===== src/rtl/serial_subtractor_ctrl.sv =====
// Bit-serial WIDTH-bit subtractor {bout,diff} = a - b - bin built around one 1-bit full-subtractor cell.
// Latency: done pulses on the WIDTH-th clock edge after the accepting edge; back-to-back throughput is one result per WIDTH+1 cycles.
// Backpressure: start is sampled only while busy is low (IDLE or DONE); a start during RUN is ignored and does not disturb the operation.
//
// Ports:
//   clk    in   rising-edge clock
//   rst    in   asynchronous reset, active-high
//   start  in   operation request, accepted when busy==0
//   a      in   minuend, captured on the accepting edge
//   b      in   subtrahend, captured on the accepting edge
//   bin    in   borrow-in, captured on the accepting edge
//   busy   out  high while bits are being processed
//   done   out  one-cycle pulse, diff/bout were just updated
//   diff   out  difference of the last completed operation
//   bout   out  borrow-out of the last completed operation

module serial_subtractor_ctrl #(
   parameter int WIDTH = 8
) (
   input  logic             clk,
   input  logic             rst,
   input  logic             start,
   input  logic [WIDTH-1:0] a,
   input  logic [WIDTH-1:0] b,
   input  logic             bin,
   output logic             busy,
   output logic             done,
   output logic [WIDTH-1:0] diff,
   output logic             bout
);

   localparam int             CW   = $clog2(WIDTH);
   localparam logic [CW-1:0]  LAST = CW'(WIDTH - 1);

   typedef enum logic [1:0] {
      S_IDLE = 2'd0,
      S_RUN  = 2'd1,
      S_DONE = 2'd2
   } state_t;

   state_t            state_q, state_d;
   logic [WIDTH-1:0]  a_sh_q,  a_sh_d;   // minuend, consumed from the LSB
   logic [WIDTH-1:0]  b_sh_q,  b_sh_d;   // subtrahend, consumed from the LSB
   logic [WIDTH-1:0]  res_q,   res_d;    // partial difference, filled from the MSB end
   logic              brw_q,   brw_d;    // running borrow between bit slices
   logic [CW-1:0]     cnt_q,   cnt_d;    // index of the bit being processed
   logic [WIDTH-1:0]  diff_q,  diff_d;
   logic              bout_q,  bout_d;

   logic              cell_x;
   logic              cell_y;
   logic              cell_c;
   logic              cell_d;
   logic              cell_br;
   logic [WIDTH-1:0]  res_next;
   logic              accept;

   // ------------------------------------------------------------------
   // 1-bit full-subtractor cell: x - y - c
   // ------------------------------------------------------------------
   assign cell_x  = a_sh_q[0];
   assign cell_y  = b_sh_q[0];
   assign cell_c  = brw_q;
   assign cell_d  = cell_x ^ cell_y ^ cell_c;
   assign cell_br = (~cell_x & cell_y) | (~(cell_x ^ cell_y) & cell_c);

   // New difference bit enters at the MSB; after WIDTH shifts bit 0 sits at the LSB.
   assign res_next = (res_q >> 1) | {cell_d, {(WIDTH-1){1'b0}}};

   // ------------------------------------------------------------------
   // State and datapath registers
   // ------------------------------------------------------------------
   always_ff @(posedge clk or posedge rst) begin
      if (rst) begin
         state_q <= S_IDLE;
         a_sh_q  <= '0;
         b_sh_q  <= '0;
         res_q   <= '0;
         brw_q   <= 1'b0;
         cnt_q   <= '0;
         diff_q  <= '0;
         bout_q  <= 1'b0;
      end else begin
         state_q <= state_d;
         a_sh_q  <= a_sh_d;
         b_sh_q  <= b_sh_d;
         res_q   <= res_d;
         brw_q   <= brw_d;
         cnt_q   <= cnt_d;
         diff_q  <= diff_d;
         bout_q  <= bout_d;
      end
   end

   // ------------------------------------------------------------------
   // Next-state and datapath control
   // ------------------------------------------------------------------
   always_comb begin
      state_d = state_q;
      a_sh_d  = a_sh_q;
      b_sh_d  = b_sh_q;
      res_d   = res_q;
      brw_d   = brw_q;
      cnt_d   = cnt_q;
      diff_d  = diff_q;
      bout_d  = bout_q;
      accept  = 1'b0;

      case (state_q)
         S_IDLE: begin
            accept = start;
         end

         S_RUN: begin
            a_sh_d = a_sh_q >> 1;
            b_sh_d = b_sh_q >> 1;
            res_d  = res_next;
            brw_d  = cell_br;
            cnt_d  = cnt_q + 1'b1;
            if (cnt_q == LAST) begin
               // Last bit slice: publish the assembled result in the same edge.
               state_d = S_DONE;
               diff_d  = res_next;
               bout_d  = cell_br;
               cnt_d   = '0;
            end
         end

         S_DONE: begin
            // DONE lasts one cycle; a start here chains straight into RUN.
            accept  = start;
            state_d = S_IDLE;
         end

         default: begin
            state_d = S_IDLE;
         end
      endcase

      if (accept) begin
         state_d = S_RUN;
         a_sh_d  = a;
         b_sh_d  = b;
         brw_d   = bin;
         cnt_d   = '0;
         res_d   = '0;
      end
   end

   assign busy = (state_q == S_RUN);
   assign done = (state_q == S_DONE);
   assign diff = diff_q;
   assign bout = bout_q;

endmodule

===== config.mk =====
export PLATFORM = sky130hd
export DESIGN_NAME = serial_subtractor_ctrl
export DESIGN_NICKNAME = d
export VERILOG_FILES = /design/src/rtl/serial_subtractor_ctrl.sv
export SDC_FILE = /design/constraint.sdc
export NUM_CORES = 1
export LEC_CHECK = 0
export ABC_AREA = 1
export CAP_MARGIN = 20
export CORE_AREA = 2 2 63 65
export CTS_CLUSTER_DIAMETER = 60
export DETAILED_ROUTE_END_ITERATION = 8
export DIE_AREA = 0 0 65 67
export PLACE_DENSITY = 0.76
export SYNTH_ARGS = -nofsm -noshare
export SYNTH_HDL_FRONTEND = slang
export SYNTH_SLANG_ARGS = --single-unit

===== constraint.sdc =====
create_clock -name clk -period 1.35 [get_ports clk]
set_input_delay 0.405 -clock clk [delete_from_list [all_inputs] [get_ports clk]]
set_output_delay 0.405 -clock clk [all_outputs]
set_load 0.02 [all_outputs]

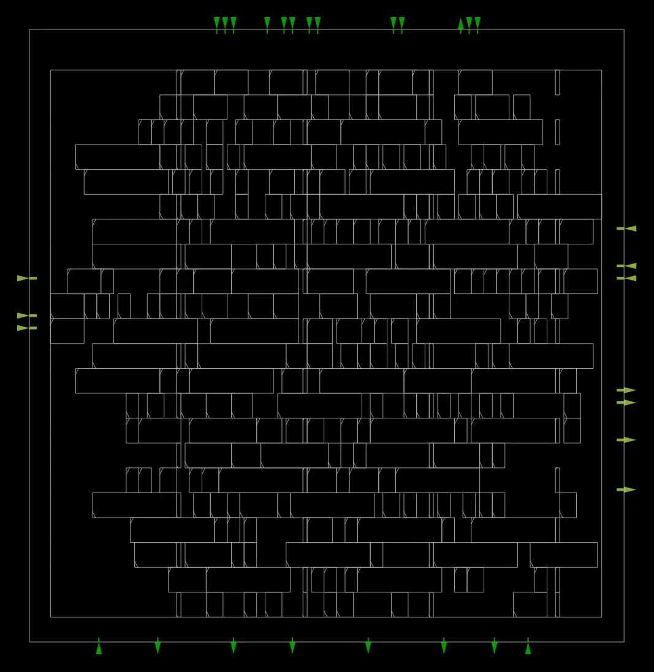
*Placed standard cells*
final instance count without filler cells: 307
Seq cells: 38
final cell utilization of the core: 0.646
row count: 22

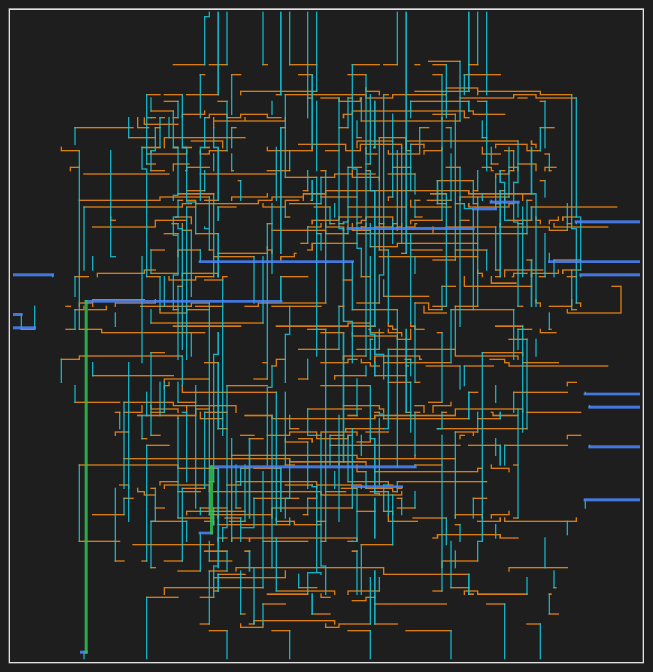
*Wiring by layer*
[cyan] met2 | wire length: 1820 um
[green] met4 | wire length: 42.8 um
[orange] met1 | wire length: 1640 um
[blue] met3 | wire length: 130 um
via count: 1496
mean routed wirelength per cell: 11.8 um

-- layout by cell type (no fill, tap or decap), drive strengths merged --
master,instances
buf,25
clkbuf,7
clkdlybuf4s50,19
clkinv,1
dfrtp,38
fa,1
ha,2
inv,26
nand2,75
nand3,54
nand3b,1
nor2,3
o21ai,7
-- power by group --
part | total [mW] | switching (mW) | internal (mW)
sequential | 1.98 | 0.307 | 1.67
clock | 0.802 | 0.390 | 0.412
combinational | 2.45 | 1.43 | 1.02
-- cell type report --
type | instances | area [sq um] | share of cell area
clock buffer | 7 | 86.3 | 0.0370
sequential | 38 | 953 | 0.409
timing repair buffer | 44 | 388 | 0.166
inverter | 26 | 103 | 0.0440
clock inverter | 1 | 5.00 | 0.00215
tap | 48 | 60.1 | 0.0258
multi-input combinational | 143 | 736 | 0.316
==> impl_summary.log <==
[flow] summary of implementation run
INFO  metric synth.cell_area = 1850 sq um
INFO  metric cts.hold.buffers_added = 0
INFO  metric warning_total_across_the_stage_logs = 28
INFO  metric met1_demand_to_capacity_share_in_global_routing = 0.230
INFO  metric regToRegStartpoint = state_q[1]$_DFFE_PP0P_
INFO  metric ys_async_sr_fraction = 1.00
INFO  metric initial_antenna_violation_count = 0
INFO  metric drt-vias-per-instance = 4.87
INFO  metric worst_setup_path_endpoint = busy
INFO  metric post_synth_most_frequent_cells = sky130_fd_sc_hd__nand2_1, sky130_fd_sc_hd__nand3_1, sky130_fd_sc_hd__dfrtp_1, sky130_fd_sc_hd__inv_1, sky130_fd_sc_hd__buf_2
INFO  metric post_synthesis_cell_count = approximately 220
INFO  metric critical_path_arrival = between 900 and 1000 ps
INFO  metric core_region_area = 3610 sq um
INFO  metric clock_latency = 290 ps
INFO  metric failed_checks = negative setup slack
INFO  metric cp.required = ~950 ps
INFO  metric top_logic_kind = simple AND/OR/NAND/NOR gates
INFO  metric worstHoldPathType = in2async
INFO  metric tightestPinTransition = approximately 260 ps
INFO  metric layout.cell_area.non_filler = 2330 sq um
INFO  metric pre_cts_slack = -294 ps
INFO  metric outcome = finished, violations left
INFO  metric chipHeight = 67 um
INFO  metric timing.setup.tns = -76.3 ps
INFO  metric synth.top_cells.by_area = sky130_fd_sc_hd__dfrtp_1, sky130_fd_sc_hd__nand2_1, sky130_fd_sc_hd__nand3_1, sky130_fd_sc_hd__inv_1, sky130_fd_sc_hd__nor2_8
INFO  metric synth-cells-yosys = 218
INFO  metric worst_r2r_path_depth = 5
INFO  metric clkTransAtPathRegs = approximately 70 ps
INFO  metric cts_htree_levels = 2
INFO  metric route.met3.wl = between 100 and 150 um
INFO  metric report.final.hold_viol_count = 0
INFO  metric final_critical_path_setup_slack = -42.7 ps
INFO  metric global_route.usage.met3 = 0.0507
INFO  metric antenna_cells = 0
INFO  metric route.layer.met1.wl = 1640 um
INFO  metric syn_area_per_cell = 8.48 sq um
INFO  metric met2_usage = 0.320
INFO  metric final_critical_period = 1390 ps
INFO  metric synth_top_flop_cell = sky130_fd_sc_hd__dfrtp_1
INFO  metric crit_path_start = state_q[1]$_DFFE_PP0P_
INFO  metric global_route_wire_length_before_repair = between 6000 and 7000 um
INFO  metric synth_seq_share = 0.514
INFO  metric critPathLaunchType = flop
INFO  metric dp_hpwl = about 2400 um
INFO  metric max_cap_violation_count = 0
INFO  metric cts_repair_resize_count = 43
INFO  metric number_of_clock_sinks = 38
INFO  metric layout_cells_sized_above_1 = 0.181
INFO  metric rr_endpoint = state_q[0]$_DFFE_PP0P_
INFO  metric fillers = 311
INFO  metric grt_util_overall = 0.190
INFO  metric chip_area = about 4400 sq um
INFO  metric antenna_violating_nets_post_route = 0
INFO  metric cts_inserted_buffers = 5
INFO  metric post-synth-top-count-cell = sky130_fd_sc_hd__nand2_1
INFO  metric postCtsSetupBuffers = 2
INFO  metric path_delay_family = flip-flops
INFO  metric synth_compound_gate_area_share = 0.0250
INFO  metric post_synth_fa_ha_maj_area_fraction = 0.0244
INFO  metric synth.distinct_cells = 17
INFO  metric yosys-stat-area = 1850 sq um
INFO  metric number_of_flops_mapped_to_enable_cells_by_yosys = 0
INFO  metric nNetsFinal = 281
INFO  metric rsz0062_at_grt = yes
INFO  metric placement.io_buffers = 30
INFO  metric synth-warning-count = 0
INFO  metric power = 5.23 mW
INFO  metric syn-num-nets = 241
INFO  metric overflow = 0
INFO  metric detail_route.drc_violations = 0
INFO  metric placed_area = 2250 sq um
INFO  metric post-synth-top-area-fraction = 0.514
INFO  metric setup_violations = 2
INFO  metric layout-area-overhead-vs-synth = 26.0%
INFO  metric critical_path_cell_with_the_highest_stage_delay = sky130_fd_sc_hd__dfrtp_2
INFO  metric period_used_share = 1.03
INFO  metric vdd_ir_drop_max = 0.000957 V
INFO  metric max_freq = a little over 700 MHz
INFO  metric cpPeakStageDelay = around 460 ps
INFO  metric area_share_of_xor_xnor_cells_in_the_synthesized_design = 0
INFO  metric total_wire_length = 3630 um
INFO  metric highest_layer = met4
INFO  metric timing.critical_path.to_type = primary output
INFO  metric grt_pass1_vias = 1384
INFO  metric worstPathBufferInverterCount = 1
INFO  metric dr.first_iter.drc_count = 121
INFO  metric fin_worst_skew = 10.3 ps
INFO  metric path_depth = 2
INFO  metric simple_gate_area_frac = 0.338
INFO  metric wl_met2 = 1820 um
INFO  metric grt_busiest_layer = met2
INFO  metric crit_fanout = 2
INFO  metric boundaryPins = 31
INFO  metric worst-r2r-setup-slack = 30 ps
INFO  metric fp_util = 0.513
INFO  metric largest_area_cell = sky130_fd_sc_hd__dfrtp_1
INFO  metric chipWidth = 65 um
INFO  metric slew-limit-headroom = 0.827
INFO  metric cts_max_path_buffers = 2
INFO  metric detailedRoute.firstPassIterationCount = 4
INFO  metric power.leakage = roughly 1.2 nW
INFO  metric power_per_cell_area = 2240 nW/um^2
INFO  metric ys_seq_elements = 38
INFO  metric finalHoldWorstSlack = 460 ps
INFO  metric numPlacedInstances = 297
INFO  metric synthMuxAreaShare = 0
INFO  metric clock-root-buffer = sky130_fd_sc_hd__clkbuf_8
INFO  metric slew_viol_final = 0
INFO  metric maximum_number_of_pins_on_one_net_before_global_route_repair = 39
INFO  metric gp_congestion = 0.776
INFO  metric tritoncts = yes
INFO  metric worstPathCellList = nor2_8 > buf_6
INFO  metric setup.worst_path.class = reg2out
Power figures rest on the tool's default switching activity, not on a simulated workload.
